Figure 1. Cells coloured by class (run 1).
Scale bar: 20 um.
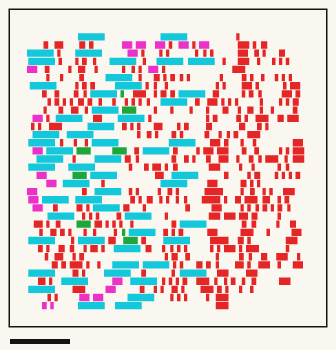
Figure 2. Congestion heat map (run 1).
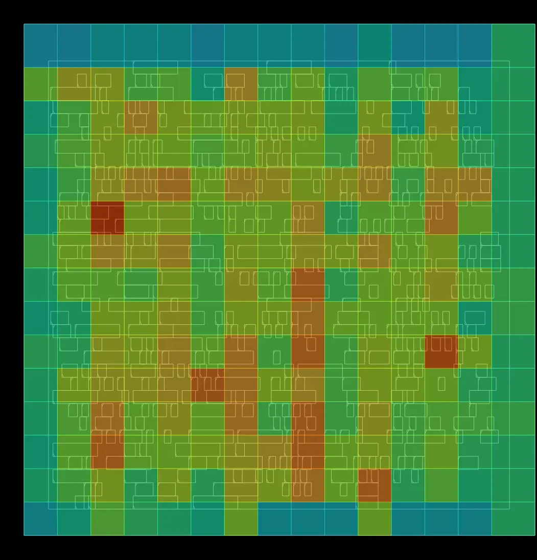
Figure 3. Wiring heat map (run 1).
Scale bar: 20 um. The die is cut into 21 by 21 equal tiles; dark purple is low, yellow is high, scaled to the fullest tile. Values are wire area over tile area, all layers added.
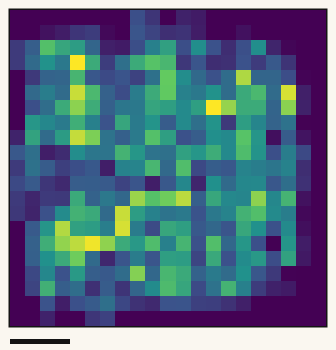
==> src/rtl/micro_pkg.sv <==
// Shared constants, key FSM states and the key-vector decoder for the
// microwave keypad front end.
package micro_pkg;

    localparam int KEY_COUNT = 10;
    localparam int DIGIT_W   = 4;

    typedef enum logic [1:0] {
        IDLE     = 2'd0,
        DEBOUNCE = 2'd1,
        HELD     = 2'd2,
        RELEASE  = 2'd3
    } key_state_t;

    typedef struct packed {
        logic [DIGIT_W-1:0] idx;
        logic               multi;
    } key_dec_t;

    // Index of the set key plus a flag raised when more than one key is down.
    function automatic key_dec_t key_decode(input logic [KEY_COUNT-1:0] keys);
        key_dec_t           dec;
        logic [DIGIT_W-1:0] ones;
        dec  = '0;
        ones = '0;
        for (int i = 0; i < KEY_COUNT; i++) begin
            if (keys[i]) begin
                dec.idx = DIGIT_W'(i);
                ones    = ones + DIGIT_W'(1);
            end else begin
                ones = ones;
            end
        end
        dec.multi = (ones > DIGIT_W'(1));
        return dec;
    endfunction

endpackage

==> src/rtl/keypad_entry_if.sv <==
// Panel/timer-side signal bundle of the keypad entry stage.
interface keypad_entry_if;
    import micro_pkg::*;

    logic [KEY_COUNT-1:0] teclado;
    logic                 mag_on;
    logic                 limpan;
    logic [DIGIT_W-1:0]   d_data;
    logic                 d_valid;
    logic                 key_err;
    logic                 tick;

    modport master (
        output teclado, mag_on, limpan,
        input  d_data, d_valid, key_err, tick
    );

    modport slave (
        input  teclado, mag_on, limpan,
        output d_data, d_valid, key_err, tick
    );

endinterface

==> src/rtl/tick_gen.sv <==
// Timer count-enable prescaler; runs only while the magnetron is on and
// restarts from zero on every rise of mag_on.
module tick_gen #(
    parameter int TICK_DIV = 1000
) (
    input  logic clk,
    input  logic rstn,
    input  logic mag_on,
    output logic tick
);
    localparam int             CW   = (TICK_DIV > 1) ? $clog2(TICK_DIV) : 1;
    localparam logic [CW-1:0]  LAST = CW'(TICK_DIV - 1);

    logic [CW-1:0] cnt_r;
    logic          tick_r;

    // Period counter and registered tick; a partial period is dropped when mag_on falls.
    always_ff @(posedge clk or negedge rstn) begin
        if (!rstn) begin
            cnt_r  <= '0;
            tick_r <= 1'b0;
        end else if (!mag_on) begin
            cnt_r  <= '0;
            tick_r <= 1'b0;
        end else begin
            tick_r <= (cnt_r == LAST);
            cnt_r  <= (cnt_r == LAST) ? '0 : cnt_r + CW'(1);
        end
    end

    assign tick = tick_r;

endmodule

==> src/rtl/keypad_entry.sv <==
// Keypad front end: synchronise and debounce the 10 key lines, encode one
// accepted press into a digit strobe, and generate the timer tick.
module keypad_entry
    import micro_pkg::*;
#(
    parameter int DEBOUNCE_CYCLES = 16,
    parameter int TICK_DIV        = 1000,
    parameter int MAX_DIGITS      = 3
) (
    input logic           clk,
    input logic           rstn,
    keypad_entry_if.slave bus
);
    localparam int                   CNT_W    = $clog2(DEBOUNCE_CYCLES + 1);
    localparam int                   DIG_W    = $clog2(MAX_DIGITS + 1);
    localparam logic [CNT_W-1:0]     CNT_ONE  = CNT_W'(1);
    localparam logic [CNT_W-1:0]     CNT_DONE = CNT_W'(DEBOUNCE_CYCLES);
    localparam logic [DIG_W-1:0]     DIG_MAX  = DIG_W'(MAX_DIGITS);
    localparam logic [KEY_COUNT-1:0] NO_KEY   = '0;

    logic [KEY_COUNT-1:0] sync1_r, ks_r;
    logic [KEY_COUNT-1:0] cap_r, cap_s;
    key_state_t           state_r, state_s;
    logic [CNT_W-1:0]     cnt_r, cnt_s;
    logic [DIG_W-1:0]     count_r, count_s;
    logic [DIGIT_W-1:0]   d_data_r, d_data_s;
    logic                 d_valid_r, d_valid_s;
    logic                 key_err_r, key_err_s;
    key_dec_t             dec_s;

    // Two-flop synchroniser: the key lines are asynchronous to clk.
    always_ff @(posedge clk or negedge rstn) begin
        if (!rstn) begin
            sync1_r <= '0;
            ks_r    <= '0;
        end else begin
            sync1_r <= bus.teclado;
            ks_r    <= sync1_r;
        end
    end

    // Key FSM state, debounce bookkeeping and registered outputs.
    always_ff @(posedge clk or negedge rstn) begin
        if (!rstn) begin
            state_r   <= IDLE;
            cap_r     <= '0;
            cnt_r     <= '0;
            count_r   <= '0;
            d_data_r  <= '0;
            d_valid_r <= 1'b0;
            key_err_r <= 1'b0;
        end else begin
            state_r   <= state_s;
            cap_r     <= cap_s;
            cnt_r     <= cnt_s;
            count_r   <= count_s;
            d_data_r  <= d_data_s;
            d_valid_r <= d_valid_s;
            key_err_r <= key_err_s;
        end
    end

    // Next state: debounce a press, accept or flag it, then debounce the release.
    always_comb begin
        state_s   = state_r;
        cap_s     = cap_r;
        cnt_s     = cnt_r;
        count_s   = count_r;
        d_data_s  = d_data_r;
        d_valid_s = 1'b0;
        key_err_s = 1'b0;
        dec_s     = key_decode(cap_r);

        case (state_r)
            IDLE: begin
                if (ks_r != NO_KEY) begin
                    cap_s   = ks_r;
                    cnt_s   = CNT_ONE;
                    state_s = DEBOUNCE;
                end else begin
                    state_s = IDLE;
                end
            end
            DEBOUNCE: begin
                if (ks_r == NO_KEY) begin
                    state_s = IDLE;
                end else if (ks_r != cap_r) begin
                    cap_s = ks_r;
                    cnt_s = CNT_ONE;
                end else if (cnt_r == CNT_DONE) begin
                    state_s = HELD;
                    if (dec_s.multi) begin
                        key_err_s = 1'b1;
                    end else if (!bus.mag_on && (count_r < DIG_MAX)) begin
                        d_data_s  = dec_s.idx;
                        d_valid_s = 1'b1;
                        count_s   = count_r + DIG_W'(1);
                    end else begin
                        // Single key while cooking or with entry full: dropped silently.
                        d_valid_s = 1'b0;
                    end
                end else begin
                    cnt_s = cnt_r + CNT_ONE;
                end
            end
            HELD: begin
                if (ks_r == NO_KEY) begin
                    cnt_s   = CNT_ONE;
                    state_s = RELEASE;
                end else begin
                    state_s = HELD;
                end
            end
            RELEASE: begin
                if (ks_r != NO_KEY) begin
                    state_s = HELD;
                end else if (cnt_r == CNT_DONE) begin
                    state_s = IDLE;
                end else begin
                    cnt_s = cnt_r + CNT_ONE;
                end
            end
            default: begin
                state_s = IDLE;
            end
        endcase

        // A clear overrides an accept landing in the same cycle.
        if (!bus.limpan) begin
            count_s = '0;
        end else begin
            count_s = count_s;
        end
    end

    tick_gen #(
        .TICK_DIV (TICK_DIV)
    ) u_tick_gen (
        .clk    (clk),
        .rstn   (rstn),
        .mag_on (bus.mag_on),
        .tick   (bus.tick)
    );

    assign bus.d_data  = d_data_r;
    assign bus.d_valid = d_valid_r;
    assign bus.key_err = key_err_r;

endmodule

==> src/flat_wrapper.sv <==
// flat-port wrapper written by rule: the top's interface ports become plain ports
module keypad_entry_flat import micro_pkg::*;
#(
    parameter int DEBOUNCE_CYCLES = 16,
    parameter int TICK_DIV        = 1000,
    parameter int MAX_DIGITS      = 3
)
  (clk, rstn, bus_teclado, bus_mag_on, bus_limpan, bus_d_data, bus_d_valid, bus_key_err, bus_tick);
  keypad_entry_if bus_i ();
  input logic clk;
  input logic rstn;
  input wire logic [$bits(bus_i.teclado)-1:0] bus_teclado;
  input wire logic [$bits(bus_i.mag_on)-1:0] bus_mag_on;
  input wire logic [$bits(bus_i.limpan)-1:0] bus_limpan;
  output wire logic [$bits(bus_i.d_data)-1:0] bus_d_data;
  output wire logic [$bits(bus_i.d_valid)-1:0] bus_d_valid;
  output wire logic [$bits(bus_i.key_err)-1:0] bus_key_err;
  output wire logic [$bits(bus_i.tick)-1:0] bus_tick;
  assign bus_i.teclado = bus_teclado;
  assign bus_i.mag_on = bus_mag_on;
  assign bus_i.limpan = bus_limpan;
  assign bus_d_data = bus_i.d_data;
  assign bus_d_valid = bus_i.d_valid;
  assign bus_key_err = bus_i.key_err;
  assign bus_tick = bus_i.tick;
  keypad_entry #(.DEBOUNCE_CYCLES(DEBOUNCE_CYCLES), .TICK_DIV(TICK_DIV), .MAX_DIGITS(MAX_DIGITS)) u_core (.clk(clk), .rstn(rstn), .bus(bus_i));
endmodule
==> config.mk <==
export PLATFORM = sky130hd
export DESIGN_NAME = keypad_entry_flat
export DESIGN_NICKNAME = d
export VERILOG_FILES = /design/src/rtl/micro_pkg.sv /design/src/rtl/keypad_entry_if.sv /design/src/rtl/tick_gen.sv /design/src/rtl/keypad_entry.sv /design/src/flat_wrapper.sv
export SDC_FILE = /design/constraint.sdc
export NUM_CORES = 1
export LEC_CHECK = 0
export ABC_AREA = 1
export CELL_PAD_IN_SITES_DETAIL_PLACEMENT = 1
export CELL_PAD_IN_SITES_GLOBAL_PLACEMENT = 2
export CORE_MARGIN = 5
export CORE_UTILIZATION = 39
export CTS_CLUSTER_DIAMETER = 50
export DETAILED_ROUTE_END_ITERATION = 10
export PLACE_DENSITY_LB_ADDON = 0.1
export RECOVER_POWER = 100
export SYNTH_ARGS = -nofsm -noshare
export SYNTH_HDL_FRONTEND = slang
export SYNTH_SLANG_ARGS = --single-unit
==> constraint.sdc <==
create_clock -name clk -period 14.1 [get_ports clk]
set_clock_uncertainty 0.1 [all_clocks]
set_input_delay 2.82 -clock clk [delete_from_list [all_inputs] [get_ports clk]]
set_output_delay 2.82 -clock clk [all_outputs]
set_load 0.1 [all_outputs]
==> flow_summary_export.csv, run 1 <==
group,metric,value,unit
timing,grt_setup_unrepaired,"false",
clocking,clkSlewWorstSetupHoldPaths,0.10,ns
finish,final_layout_top_logic_cell,"nand2_1",
outcome,failed_checks,"max-capacitance violations, max-slew violations",
route,viasPerCell,4.94,
synthesis,synthMostInstantiatedCell,"nand2_1",
finish,design.final.nets,487,
finish,num-multi-input-gates,309,
timing,hold_ws,0.256,ns
finish,finish.cell_count_without_fillers,567,
timing,worst_pin_slew,3.02,ns
flow_run,timing.max_cap.violations,1,
grt,grt-ovfl-total,0,
finish,seq_area,1400,um2
synthesis,edf_count,0,
synthesis,chip_area_from_the_yosys_synthesis_statistics,3560,um2
floorplanning,chip_area,11100,um2
timing,final.setup.tns,0,ns
worst_setup_path,rr_endpoint,"u_core.bus.d_data[0]$_DFFE_PN0P_",
finish,seq_share,36.3,%
synthesis,post_synth_most_frequent_cells,"nand2_1, inv_1, dfrtp_1, nor2_1, nand3_1",
timing,finalSetupViolCount,0,
worst_setup_path,crit_path_start,"u_core.cap_r[1]$_DFFE_PN0P_",
timing,max_slew_margin,-101,%
worst_setup_path,crit_family,"simple AND/OR/NAND/NOR gates",
finish,signal_buffers,21,
clocking,clockBufferDepth,2,
finish,nClkBuffers,8,
worst_hold_path,hold_path_startpoint,"u_core.sync1_r[6]$_DFF_PN0_",
synthesis,ys_sh_aoi,7.28,%
finish,final_layout_top_logic_cells,"nand2_1, inv_1, dfrtp_1, nor2_1, nand3_1",
route,detail_route.drc_violations,0,
worst_setup_path,cp_common_cell,"nand2_1",
floorplanning,num_tap_cells,108,
clocking,cts.repair.resized,0,
timing,maxSlewViolCount,57,
synthesis,yosys-mux-area-fraction,0,%
outcome,outcome,"finished, violations left",
synthesis,synth-cells-yosys,439,
timing,final_hold_vio_count,0,
clocking,cts_hold_buffers,0,
timing,post-route-worst-setup-slack,8.63,ns
worst_setup_path,critical_path_peak_fanout,6,
route,routed_metal_1_wirelength,3630,um
synthesis,postSynthNetCount,468,
synthesis,netlist_top_cells_area,"dfrtp_1, nand2_1, inv_1",
clocking,cts_setup_buffers,0,
finish,area_growth,8.47,%
finish,final-clk-cell-share,2.33,%
grt,grt_first_pass_wirelength,13400,um
worst_setup_path,reg2reg_from,"u_core.cap_r[1]$_DFFE_PN0P_",
grt,grt_start_max_net_pins,57,
synthesis,synth.ff_latch_count,56,
worst_setup_path,worst-path-buf-inv,4,
floorplanning,die_y,106,um
finish,dominant_kind_of_cell,"combinational gates",
finish,postLayoutCoreUtil,43.8,%
synthesis,synth_cells,439,
worst_setup_path,startpoint_type,"flip-flop",
placed_design,hpwl_detailed,6100,um
route,drt_pass1_iterations,4,
placed_design,dpl_cell_area,3830,um2
worst_setup_path,critical_path_capture_point,"u_core.bus.d_data[0]$_DFFE_PN0P_",
finish,numSequentialCells,56,
worst_hold_path,holdPathEnd,"u_core.ks_r[6]$_DFF_PN0_",
route,drt-initial-drc-count,66,
worst_hold_path,hp-class,"reg -> reg",
clocking,cts_inserted_buffers,5,
worst_setup_path,worstPathArrival,5.58,ns
synthesis,synthesized_area_fraction_occupied_by_adder_cells,5.27,%
synthesis,yosys.area_share.xor_xnor,1.97,%
finish,layout-drive-gt1-share,12.9,%
clocking,cts_tree,"done",
worst_setup_path,cpMaxStageDelayCell,"dfrtp_1",
worst_setup_path,r2r_slack,8.63,ns
synthesis,synth.distinct_cells,38,
synthesis,mappedNetlistArea,3560,um2
worst_setup_path,r2r.worst_path.cells,30,
worst_setup_path,critPathKind,"reg -> reg",
synthesis,avgSynthCellArea,8.11,um2
finish,insertedDiodeCount,0,
grt,vias_in_the_first_global_route,2969,
clocking,h_tree_levels,2,
worst_setup_path,crit_cells,30,
synthesis,yosys_top_cell_by_area,"dfrtp_1",
synthesis,synth_top_flop_cell,"dfrtp_1",
finish,comb_area_share,46.3,%
Back to the opening pictures, Figure 1:
[combinational and other logic] red | cells: 374 | share of their area: 55%
[clock drivers and dummy loads] green | cells: 8 | share of their area: 2.4%
[sequential cells] cyan | cells: 56 | share of their area: 38%
[remaining buffers and delay cells] magenta | cells: 21 | share of their area: 5.3%
Design Area, Final: 3860 um2
FP Rows: 34

Back to the opening pictures, Figure 2:
met2 track demand over resource in global routing: 26.5%
GRT busiest layer: met2
GR Layer Usage met1: 18.0%
met3 Resource Use GR: 1.53%

Back to the opening pictures, Figure 3:
tiles over half the peak: 24%
emptiest ninth of the die: bottom right
fullest tile: 0.32
densest ninth of the die: middle
mean over tiles: 0.10
via count of the routed design: 2803
Tot GR Track Use: 14.3%
average detailed-routed wire length per instance: 13.2 um
final wirelength: 7510 um

## Run 2: what changed since run 1
--- a/config.mk
+++ b/config.mk
@@ -9,7 +9,7 @@
 export CELL_PAD_IN_SITES_DETAIL_PLACEMENT = 1
 export CELL_PAD_IN_SITES_GLOBAL_PLACEMENT = 2
 export CORE_MARGIN = 5
-export CORE_UTILIZATION = 39
+export CORE_UTILIZATION = 33
 export CTS_CLUSTER_DIAMETER = 50
 export DETAILED_ROUTE_END_ITERATION = 10
 export PLACE_DENSITY_LB_ADDON = 0.1
==> constraint.sdc (replaced) <==
create_clock -name clk -period 4.4 [get_ports clk]
set_clock_uncertainty 0.1 [all_clocks]
set_input_delay 0.88 -clock clk [delete_from_list [all_inputs] [get_ports clk]]
set_output_delay 0.88 -clock clk [all_outputs]
set_load 0.1 [all_outputs]
Figure 4. Wiring heat map (run 2).
Scale bar: 20 um. The die is cut into 23 by 23 equal tiles; dark purple is low, yellow is high, scaled to the fullest tile. Values are wire area over tile area, all layers added.
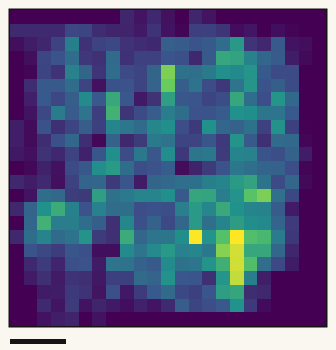
fullest tile: 0.48
nearly empty tiles: 19%
tiles over half the peak: 10%
mean over tiles: 0.11
final wirelength: 9670 um
Tot GR Track Use: 15.4%
average detailed-routed wire length per instance: 14.3 um

Figure 5. Nets reached from selected ports (run 2).
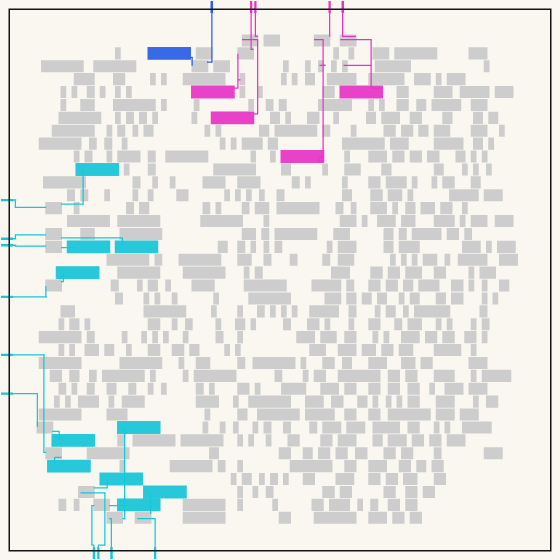
[bus_d_data] magenta | bits: 4 | direction: output | edge: top | end cells: 4 | wire: 111 um
[bus_teclado] cyan | bits: 10 | direction: input | edge: 6 left, 4 bottom | end cells: 10 | wire: 186 um
[bus_tick] blue | bits: 1 | direction: output | edge: top | end cells: 1 | wire: 13.8 um
count of buffers from port buffering: 20
I/O pin count: 21

==> run 2 against run 1 <==
Effect of this change:
- the flow finishes with violations (max-capacitance violations, max-slew violations, negative setup slack)
- worst hold slack improved by 0.0017 ns
- wire length increased by 29%
- critical endpoint unchanged
- register-to-register slack got worse by 8.8 ns
- via count increased by 14%
==> flow_summary_export.csv, run 2 <==
group,metric,value,unit
outcome,outcome,"finished, violations left",
outcome,failed_checks,"max-capacitance violations, max-slew violations, negative setup slack",
clocking,cts_inserted_buffers,5,
synthesis,netlist_top_cells_area,"dfrtp_1, nand2_1, inv_1",
synthesis,synthesized_area_fraction_occupied_by_adder_cells,5.27,%
worst_hold_path,holdPathEnd,"u_core.ks_r[5]$_DFF_PN0_",
timing,final_hold_vio_count,0,
synthesis,yosys.area_share.xor_xnor,1.97,%
synthesis,synth-cells-yosys,439,
floorplanning,num_tap_cells,140,
synthesis,yosys-mux-area-fraction,0,%
worst_setup_path,crit_family,"simple AND/OR/NAND/NOR gates",
grt,grt_first_pass_wirelength,16200,um
synthesis,edf_count,0,
synthesis,postSynthNetCount,468,
clocking,cts_setup_buffers,40,
floorplanning,die_y,114,um
synthesis,post_synth_most_frequent_cells,"nand2_1, inv_1, dfrtp_1, nor2_1, nand3_1",
worst_setup_path,crit_path_start,"u_core.cap_r[1]$_DFFE_PN0P_",
grt,grt-ovfl-total,0,
floorplanning,core_area,10700,um2
placed_design,dpl_cell_area,4110,um2
finish,numSequentialCells,56,
worst_setup_path,critPathKind,"reg -> reg",
worst_hold_path,hold_path_startpoint,"u_core.sync1_r[5]$_DFF_PN0_",
synthesis,synth_top_flop_cell,"dfrtp_1",
grt,grt-busiest-layer,"met2",
finish,area_growth,38.9,%
flow_run,timing.max_cap.violations,1,
finish,num-multi-input-gates,309,
synthesis,mappedNetlistArea,3560,um2
timing,final.setup.tns,-0.764,ns
clocking,cts_hold_buffers,0,
worst_setup_path,r2r.worst_path.cells,30,
worst_setup_path,r2r_slack,-0.15,ns
grt,use_met1,18.8,%
floorplanning,row_count,38,
grt,grtUsageMet2,28.2,%
finish,comb_area_share,44.6,%
synthesis,yosys_top_cell_by_area,"dfrtp_1",
synthesis,synthMostInstantiatedCell,"nand2_1",
clocking,clockBufferDepth,2,
worst_setup_path,cpMaxStageDelayCell,"dfrtp_1",
placed_design,hpwl_detailed,6550,um
grt,vias_in_the_first_global_route,3397,
route,routed_metal_1_wirelength,4290,um
finish,finish.cell_count_without_fillers,678,
clocking,cts_tree,"done",
worst_setup_path,startpoint_type,"flip-flop",
finish,final_area,4940,um2
worst_setup_path,crit_cells,30,
timing,post-route-worst-setup-slack,-0.148,ns
synthesis,synth.distinct_cells,38,
clocking,clkSlewWorstSetupHoldPaths,0.10,ns
grt,grt.met3_usage,1.80,%
worst_setup_path,critical_path_capture_point,"u_core.bus.d_data[0]$_DFFE_PN0P_",
finish,signal_buffers,100,
finish,seq_area,1400,um2
finish,final_layout_top_logic_cell,"nand2_1",
finish,design.final.nets,566,
finish,final-clk-cell-share,1.95,%
finish,nClkBuffers,6,
route,detail_route.drc_violations,0,
finish,postLayoutCoreUtil,46.2,%
synthesis,synth_cells,439,
finish,insertedDiodeCount,0,
route,drt-initial-drc-count,99,
finish,seq_share,28.3,%
worst_setup_path,rr_endpoint,"u_core.bus.d_data[0]$_DFFE_PN0P_",
route,detailroute.via_count,3198,
timing,worst_pin_slew,3.00,ns
worst_setup_path,worstPathArrival,4.66,ns
worst_setup_path,worst-path-buf-inv,5,
route,viasPerCell,4.72,
timing,hold_ws,0.257,ns
worst_setup_path,critical_path_peak_fanout,6,
floorplanning,chip_area,13000,um2
timing,max_slew_margin,-100,%
worst_hold_path,hp-class,"reg -> reg",
synthesis,synth.ff_latch_count,56,
finish,dominant_kind_of_cell,"combinational gates",
finish,inverters,65,
finish,layout-drive-gt1-share,38.5,%
synthesis,chip_area_from_the_yosys_synthesis_statistics,3560,um2
clocking,cts.repair.resized,28,
worst_setup_path,reg2reg_from,"u_core.cap_r[1]$_DFFE_PN0P_",
route,drt_pass1_iterations,4,
timing,grt_setup_unrepaired,"true",
clocking,h_tree_levels,2,
finish,final_layout_top_logic_cells,"nand2_1, buf_4, dfrtp_1, inv_1, nor2_1",
floorplanning,floorplan.core_util,33.3,%
synthesis,avgSynthCellArea,8.11,um2
timing,maxSlewViolCount,57,
grt,grt_start_max_net_pins,57,
timing,finalSetupViolCount,8,
route,drtAntennaViolNets,0,
## Run 3: what changed since run 2
--- a/config.mk
+++ b/config.mk
@@ -10,6 +10,7 @@
 export CELL_PAD_IN_SITES_GLOBAL_PLACEMENT = 2
 export CORE_MARGIN = 5
 export CORE_UTILIZATION = 33
+export CTS_BUF_LIST = sky130_fd_sc_hd__clkbuf_16
 export CTS_CLUSTER_DIAMETER = 50
 export DETAILED_ROUTE_END_ITERATION = 10
 export PLACE_DENSITY_LB_ADDON = 0.1
@@ -17,3 +18,4 @@
 export SYNTH_ARGS = -nofsm -noshare
 export SYNTH_HDL_FRONTEND = slang
 export SYNTH_SLANG_ARGS = --single-unit
+export TNS_END_PERCENT = 100
Figure 6. Drive-strength map (run 3).
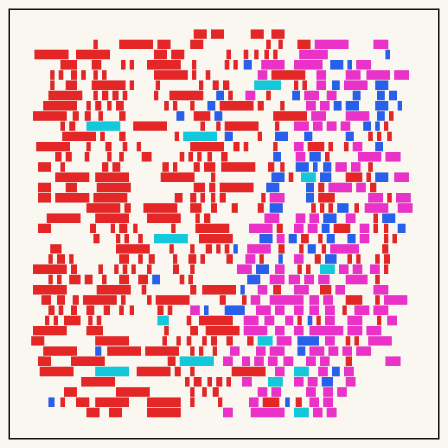
[_0 and _1 cells] red | cells: 331 | share: 62%
[_3 and _4 cells] magenta | cells: 129 | share: 24%
[_2 cells] blue | cells: 65 | share: 12%
[_6 and larger] cyan | cells: 13 | share: 2.4%
signed area change from the synthesized netlist to the final layout: 40.2%
count of plain and timing-repair buffers: 100
setup ws final: -0.152 ns
Design Area, Final: 4990 um2

Figure 7. Nets reached from selected ports (run 3).
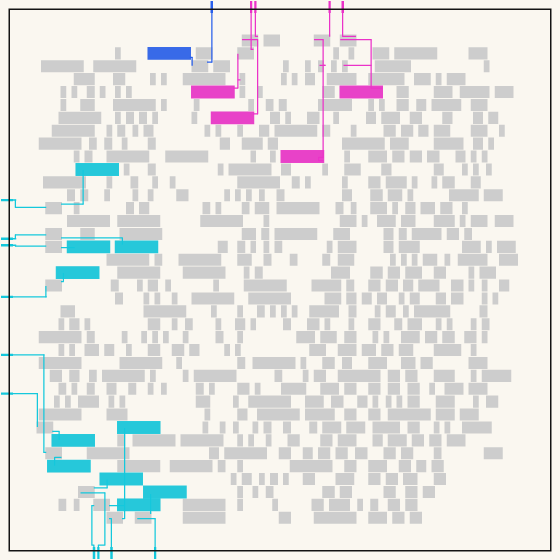
[bus_tick] blue | bits: 1 | direction: output | edge: top | end cells: 1 | wire: 13.8 um
[bus_teclado] cyan | bits: 10 | direction: input | edge: 6 left, 4 bottom | end cells: 10 | wire: 186 um
[bus_d_data] magenta | bits: 4 | direction: output | edge: top | end cells: 4 | wire: 111 um

==> run 3 against run 2 <==
Effect of this change:
- the run still ends with max-capacitance violations, max-slew violations, negative setup slack left
- largest cell class unchanged
- sequential share of layout area decreased by 0.28 points
- worst setup slack got worse by 0.0038 ns
- die area unchanged
- first-iteration DRC count decreased by 26%
- global-route usage increased by 0.15 points
- area after synthesis unchanged
- via count decreased by 0.25%
- cell count unchanged
- count of clock-buffer cells in the layout decreased by 1
==> flow_summary_export.csv, run 3 <==
group,metric,value,unit
clocking,cts_hold_buffers,0,
finish,num-multi-input-gates,309,
floorplanning,row_count,38,
timing,maxSlewViolCount,57,
finish,postLayoutCoreUtil,46.7,%
synthesis,postSynthNetCount,468,
clocking,cts_setup_buffers,40,
outcome,failed_checks,"max-capacitance violations, max-slew violations, negative setup slack",
floorplanning,core_area,10700,um2
route,viasPerCell,4.71,
timing,post-route-worst-setup-slack,-0.152,ns
timing,hold_ws,0.250,ns
grt,tot_gr_track_use,15.5,%
clocking,cts.repair.resized,28,
floorplanning,floorplan.core_util,33.3,%
grt,vias_in_the_first_global_route,3394,
synthesis,post_synth_most_frequent_cells,"nand2_1, inv_1, dfrtp_1, nor2_1, nand3_1",
route,detailroute.via_count,3190,
synthesis,synthesized_area_fraction_occupied_by_adder_cells,5.27,%
route,routed_wl,9680,um
clocking,cts_inserted_buffers,5,
synthesis,synth_cells,439,
finish,layout-drive-gt1-share,38.5,%
route,drt_pass1_iterations,4,
timing,max_slew_margin,-101,%
worst_hold_path,hold_path_startpoint,"u_core.sync1_r[5]$_DFF_PN0_",
clocking,h_tree_levels,2,
synthesis,synth.ff_latch_count,56,
worst_setup_path,critical_path_capture_point,"u_core.bus.d_data[0]$_DFFE_PN0P_",
synthesis,mappedNetlistArea,3560,um2
grt,grt-ovfl-total,0,
synthesis,netlist_top_cells_area,"dfrtp_1, nand2_1, inv_1",
finish,finish.cell_count_without_fillers,678,
finish,nClkBuffers,5,
synthesis,avgSynthCellArea,8.11,um2
worst_setup_path,r2r.worst_path.cells,30,
flow_run,timing.max_cap.violations,1,
worst_setup_path,crit_path_start,"u_core.cap_r[0]$_DFFE_PN0P_",
floorplanning,chip_area,13000,um2
outcome,outcome,"finished, violations left",
grt,grt_start_max_net_pins,57,
worst_hold_path,holdPathEnd,"u_core.ks_r[5]$_DFF_PN0_",
timing,final.setup.tns,-0.803,ns
synthesis,synth_top_flop_cell,"dfrtp_1",
grt,grt-busiest-layer,"met2",
timing,worst_pin_slew,3.02,ns
route,routedWlPerCell,14.3,um
finish,inverters,65,
route,routed_metal_1_wirelength,4250,um
grt,grt_first_pass_wirelength,16200,um
synthesis,chip_area_from_the_yosys_synthesis_statistics,3560,um2
placed_design,numPortBuffers,20,
worst_setup_path,startpoint_type,"flip-flop",
synthesis,synth-cells-yosys,439,
finish,seq_share,28.1,%
grt,grtUsageMet2,28.0,%
worst_setup_path,critical_path_peak_fanout,6,
finish,seq_area,1400,um2
route,drt-initial-drc-count,73,
finish,dominant_kind_of_cell,"combinational gates",
worst_setup_path,worst-path-buf-inv,5,
synthesis,yosys-mux-area-fraction,0,%
timing,grt_setup_unrepaired,"true",
placed_design,dpl_cell_area,4110,um2
finish,final_layout_top_logic_cell,"nand2_1",
synthesis,yosys_top_cell_by_area,"dfrtp_1",
finish,comb_area_share,44.2,%
timing,final_hold_vio_count,0,
clocking,clockBufferDepth,2,
synthesis,synthMostInstantiatedCell,"nand2_1",
worst_setup_path,reg2reg_from,"u_core.cap_r[0]$_DFFE_PN0P_",
worst_setup_path,critPathKind,"reg -> reg",
finish,final_layout_top_logic_cells,"nand2_1, buf_4, dfrtp_1, inv_1, nor2_1",
timing,finalSetupViolCount,8,
finish,insertedDiodeCount,0,
worst_setup_path,crit_family,"simple AND/OR/NAND/NOR gates",
worst_setup_path,cpMaxStageDelayCell,"dfrtp_1",
worst_setup_path,r2r_slack,-0.15,ns
placed_design,hpwl_detailed,6550,um
floorplanning,num_tap_cells,140,
